**src/rtl/alu_issue_ctrl.sv**
```systemverilog
// Issue controller feeding the ALU/register-file stage: one-entry instruction buffer,
// IDLE/ISSUE/WB sequencing, PSR capture and retired count. Define ALU_ISSUE_COND_EXEC_EN
// to make instr[0] skip the instruction when psr[Z_BIT] is clear.
module alu_issue_ctrl #(
  parameter int unsigned Z_BIT = 6,
  parameter int unsigned CNT_W = 16
) (
  input  logic             clk,
  input  logic             rst_n,
  input  logic             instr_valid,
  input  logic [15:0]      instr,
  output logic             instr_ready,
  input  logic [15:0]      flagreg,
  output logic [4:0]       ra1,
  output logic [4:0]       ra2,
  output logic [3:0]       inst,
  output logic             regwrite,
  output logic [15:0]      psr,
  output logic [CNT_W-1:0] retired,
  output logic             busy
);

  typedef enum logic [1:0] {StIdle, StIssue, StWb} state_e;

  state_e           state_q, state_d;
  logic [15:0]      instr_buf_q, instr_buf_d;
  logic             buf_full_q, buf_full_d;
  logic [4:0]       ra1_q, ra1_d;
  logic [4:0]       ra2_q, ra2_d;
  logic [3:0]       inst_q, inst_d;
  logic             wb_q, wb_d;
  logic             regwrite_q, regwrite_d;
  logic [15:0]      psr_q, psr_d;
  logic [CNT_W-1:0] retired_q, retired_d;

  logic accept;
  logic issue_slot;
  logic cond_skip;
  logic issue_go;

  // A buffered word may leave the buffer only from IDLE or at the end of WB.
  always_comb begin
    accept     = instr_valid && !buf_full_q;
    issue_slot = buf_full_q && ((state_q == StIdle) || (state_q == StWb));
  end

`ifdef ALU_ISSUE_COND_EXEC_EN
  always_comb begin
    cond_skip = instr_buf_q[0] && !psr_q[Z_BIT];
  end
`else
  logic unused_cond;
  always_comb begin
    cond_skip   = 1'b0;
    unused_cond = instr_buf_q[0] ^ psr_q[Z_BIT];
  end
`endif

  always_comb begin
    issue_go = issue_slot && !cond_skip;
  end

  // State register
  always_ff @(posedge clk or negedge rst_n) begin
    if (!rst_n) begin
      state_q <= StIdle;
    end else begin
      state_q <= state_d;
    end
  end

  // Next-state logic
  always_comb begin
    state_d = state_q;
    unique case (state_q)
      StIdle:  state_d = issue_go ? StIssue : StIdle;
      StIssue: state_d = StWb;
      StWb:    state_d = issue_go ? StIssue : StIdle;
      default: state_d = StIdle;
    endcase
  end

  // Datapath next-state: buffer, decoded fields, PSR, write strobe and counter
  always_comb begin
    instr_buf_d = instr_buf_q;
    buf_full_d  = buf_full_q;
    ra1_d       = ra1_q;
    ra2_d       = ra2_q;
    inst_d      = inst_q;
    wb_d        = wb_q;
    regwrite_d  = 1'b0;
    psr_d       = psr_q;
    retired_d   = retired_q;

    // Skipped words are drained too, so issue_slot alone clears the buffer.
    if (issue_slot) begin
      buf_full_d = 1'b0;
    end
    if (accept) begin
      instr_buf_d = instr;
      buf_full_d  = 1'b1;
    end

    if (issue_go) begin
      inst_d = instr_buf_q[15:12];
      ra1_d  = instr_buf_q[11:7];
      ra2_d  = instr_buf_q[6:2];
      wb_d   = instr_buf_q[1];
    end

    if (state_q == StIssue) begin
      psr_d      = flagreg;
      regwrite_d = wb_q;
    end

    if (state_q == StWb) begin
      retired_d = retired_q + CNT_W'(1);
    end
  end

  always_ff @(posedge clk or negedge rst_n) begin
    if (!rst_n) begin
      instr_buf_q <= '0;
      buf_full_q  <= 1'b0;
      ra1_q       <= '0;
      ra2_q       <= '0;
      inst_q      <= '0;
      wb_q        <= 1'b0;
      regwrite_q  <= 1'b0;
      psr_q       <= '0;
      retired_q   <= '0;
    end else begin
      instr_buf_q <= instr_buf_d;
      buf_full_q  <= buf_full_d;
      ra1_q       <= ra1_d;
      ra2_q       <= ra2_d;
      inst_q      <= inst_d;
      wb_q        <= wb_d;
      regwrite_q  <= regwrite_d;
      psr_q       <= psr_d;
      retired_q   <= retired_d;
    end
  end

  // Outputs
  always_comb begin
    instr_ready = !buf_full_q;
    busy        = (state_q != StIdle) || buf_full_q;
    ra1         = ra1_q;
    ra2         = ra2_q;
    inst        = inst_q;
    regwrite    = regwrite_q;
    psr         = psr_q;
    retired     = retired_q;
  end

endmodule

```
**config.mk**
```make
export PLATFORM = sky130hd
export DESIGN_NAME = alu_issue_ctrl
export DESIGN_NICKNAME = d
export VERILOG_FILES = /design/src/rtl/alu_issue_ctrl.sv
export SDC_FILE = /design/constraint.sdc
export NUM_CORES = 1
export LEC_CHECK = 0
export CELL_PAD_IN_SITES_DETAIL_PLACEMENT = 0
export CELL_PAD_IN_SITES_GLOBAL_PLACEMENT = 1
export CORE_ASPECT_RATIO = 1.75
export CORE_MARGIN = 2
export CORE_UTILIZATION = 35
export CTS_CLUSTER_SIZE = 10
export DETAILED_ROUTE_END_ITERATION = 6
export HOLD_SLACK_MARGIN = 0.15
export PLACE_DENSITY_LB_ADDON = 0.1
export SLEW_MARGIN = 20
export SYNTH_ARGS = -nofsm -noshare
export SYNTH_HDL_FRONTEND = slang
export SYNTH_SLANG_ARGS = --single-unit
```
**constraint.sdc**
```tcl
create_clock -name clk -period 1.7 [get_ports clk]
set_clock_uncertainty 0.05 [all_clocks]
set_input_delay 0.51 -clock clk [delete_from_list [all_inputs] [get_ports clk]]
set_output_delay 0.51 -clock clk [all_outputs]
set_load 0.02 [all_outputs]
```
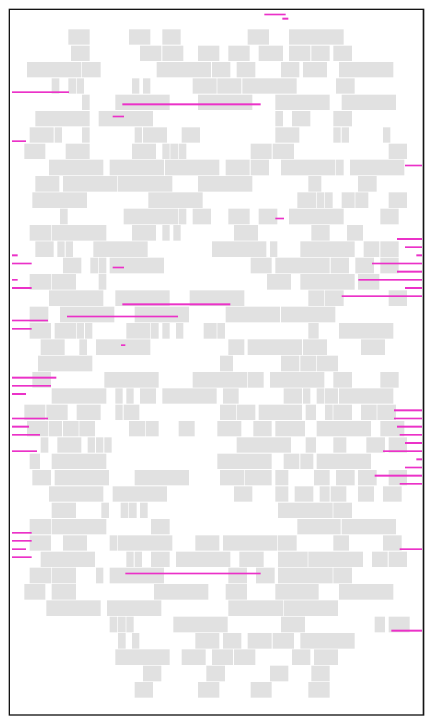
(run_1/met3.png)
Scale: 6 px per um.
longest straight run: 22.8 um
wire length on this layer: 254 um
share of all routed wire: 4.8%
nets with wire on the layer: 43
Routed WL: 5290 um
GRT met3 Usage: 0.0470
routed vias: 1826

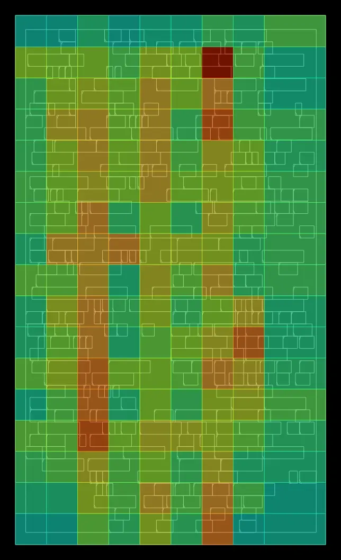
(run_1/final_congestion.png)
GRT Util Overall: 0.150
final core utilization: 0.538
M1 GR Usage: 0.168
met2 Use GR: 0.246
gr busiest metal: met2

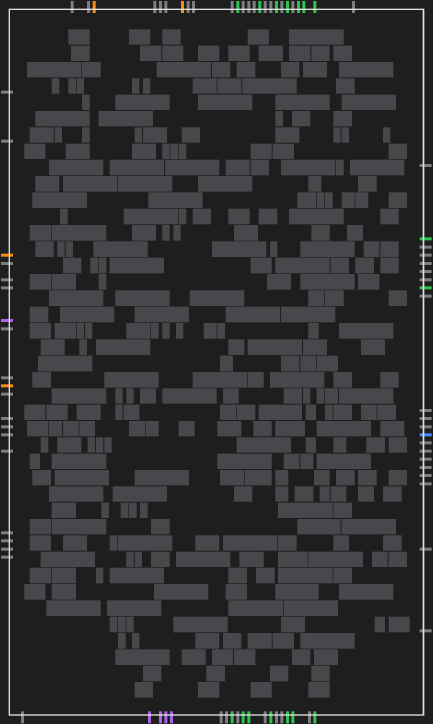
(run_1/pins.png)
Scale: 6 px per um. Pins as bars across the die edge, other pins in grey.
[purple] `ra1` | pins: 5 | direction: output | edge: 4 south, 1 west
[orange] `inst` | pins: 4 | direction: output | edge: 2 west, 2 north
[green] `psr` | pins: 16 | direction: output | edge: 7 south, 7 north, 2 east
[blue] `busy` | pins: 1 | direction: output | edge: east

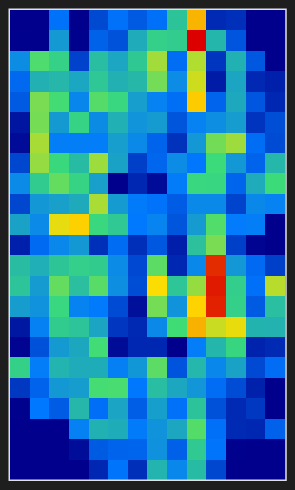
(run_1/wire_density.png)
Scale: 4 px per um. 14 x 23 tiles, from dark blue (low) to red (high), scaled to the fullest tile. Values are wire area over tile area, all layers added.
mean over tiles: 0.10
tiles over half the peak: 13%
fullest tile: 0.35
WL per Instance: 13.3 um

==> run 1: tightest hold or removal path: stages (launching register included) <==
cell and delay [ns]:
dfrtp_1 0.33, nand2_1 0.05, nand2_1 0.05
==> run 1: through the flow <==
stage                     setup TNS, ns   util  cells
after floorplan                       0      -    201
after global placement            -2.14  0.508    384
after detailed placement          -2.24  0.508    384
after CTS                        -0.232  0.536    398
after global routing             -0.129  0.538    398
final                           -0.0812  0.538    398
==> run 1: cells by family after synthesis <==
| kind of cell | after synthesis |
|---|---|
| AND-OR/OR-AND | 1 |
| XOR/XNOR | 15 |
| adder cells (fa/ha/maj) | 1 |
| buffers and inverters | 12 |
| flip-flops | 66 |
| multiplexers | 32 |
| AND/OR/NAND/NOR | 74 |
==> results.toml, run 1 <==
# implementation run metrics
[final_timing]
worst_slack_ns = -0.0812
finalWorstPathRequiredPeriod_ns = 1.78
fmax_mhz = 561
setup_viol = 1
slew_headroom = 0.784

[yosys]
edf_count = 0
synthDistinctLibCells = 26
synthCells = 201

[power_and_ir_drop]
power.group.top = "combinational logic"
power_switching_w = 0.00229
comb_cell_power_w = 0.00269
pg_seq_w = 0.00249

[finish]
mostFrequentLayoutCell = "dfrtp_1"
multiInputCombCellCount = 123
clk_share = 0.0674
drive_gt1_frac = 0.240
final-nonclk-buf-share = 0.247
regArea_um2 = 1650
nNonClkBuffers = 105

[clock_tree]
cts_tree = "built"
numCtsBuffers = 9
post_cts_buffers = 0
h-tree-depth = 3

[outcome]
status = "complete, but fails checks"
failed_checks = "negative setup slack"

[worst_setup_path]
slowest_stage = "or3_4"
rr_startpoint = "retired[1]"
end_kind = "primary output"

[flow_run]
drv_cap = 0
warning_count = 29

[global_routing]
grt_first_pass_wirelength_um = 8830

[drt]
wl_met1_um = 2030
wl_met2_um = 2860
first_pass_iters = 4
drt_iter0_markers = 97
drc = 0
topRoutingLayerUsed = "met4"
wl_met3_um = 254

[floorplan]
taps = 86

[min_path]
hold_path_depth = 2
==> run 2, diff against run 1 <==
==> constraint.sdc (replaced) <==
create_clock -name clk -period 1.7 [get_ports clk]
set_clock_uncertainty 0.05 [all_clocks]
set_input_delay 0.51 -clock clk [delete_from_list [all_inputs] [get_ports clk]]
set_output_delay 0.51 -clock clk [all_outputs]
set_load 0.01 [all_outputs]
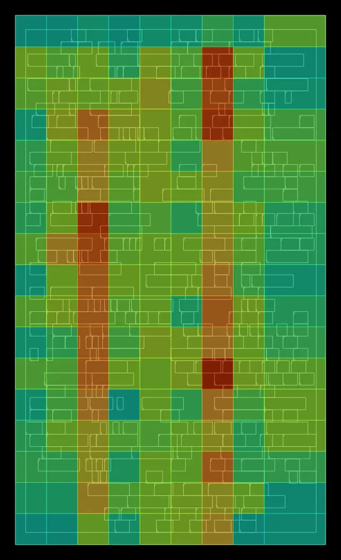
(run_2/final_congestion.png)
GRT Util Overall: 0.149
WL per Instance: 13.8 um
met2 Use GR: 0.243
M1 GR Usage: 0.166
final core utilization: 0.544

==> run 2 against run 1 <==
Against the previous run:
- the run still ends with negative setup slack left
- die area is the same
- clock power increased by 19%
- global-route usage decreased by 0.098 points
- worst setup slack better by 0.011 ns
- utilization rose by 0.56 points
- non-clock buffer count decreased by 2
- critical path depth stayed put
- register-to-register slack got worse by 0.05 ns
- first-iteration DRC count shrank 40%
- cell count increased by 0.25%
- largest cell class unchanged
==> results.toml, run 2 <==
# implementation run metrics
[drt]
topRoutingLayerUsed = "met4"
first_pass_iters = 4
drt_iter0_markers = 58
wl_met1_um = 2180
wl_met2_um = 2890
drc = 0
wl_met3_um = 278

[yosys]
synthCells = 201
synthDistinctLibCells = 26

[min_path]
hold_path_depth = 2

[final_timing]
worst_slack_ns = -0.0699
fmax_mhz = 565
setup_viol = 1

[clock_tree]
post_cts_buffers = 6
cts_tree = "built"

[finish]
regArea_um2 = 1650
clk_share = 0.0814
final-nonclk-buf-share = 0.240
multiInputCombCellCount = 123
mostFrequentLayoutCell = "dfrtp_1"

[flow_run]
drv_cap = 0
warning_count = 29

[outcome]
status = "complete, but fails checks"
failed_checks = "negative setup slack"

[worst_setup_path]
slowest_stage = "or3_4"

[global_routing]
met3_usage = 0.0431
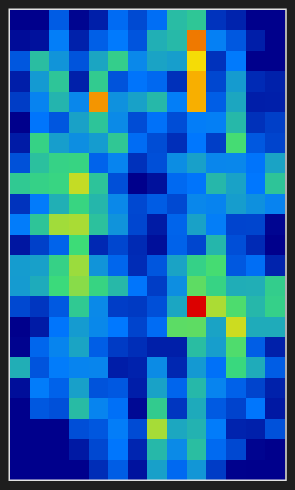
(run_2/wire_density.png)
Scale: 4 px per um. 14 x 23 tiles, from dark blue (low) to red (high), scaled to the fullest tile. Values are wire area over tile area, all layers added.
Routed WL: 5500 um
routed vias: 1835

## run 2: worst max-delay path: cells and delay by family (launching register included)
family	cells	cell delay [ns]
AND/OR/NAND/NOR	1	0.39
buffers and inverters	1	0.13
flip-flops	1	0.37
## run 2: stage by stage
step	instances	setup TNS, ns	hold WS [ns]
global route	399	-0.0956	0.435
CTS	399	-0.0853	0.419
floorplan	201	0	0.164
finish	399	-0.0699	0.412
detailed placement	376	-2.37	0.376
global placement	376	-2.13	0.375
## run 2: power breakdown
part	switching, W	leakage [nW]	total [W]	internal [W]
logic	0.00108	0.962	0.00235	0.00128
registers	0.000298	0.813	0.00249	0.00219
clock network	0.000633	0.156	0.00193	0.00130
No activity file was given, so power comes from the tool's default toggle rates.
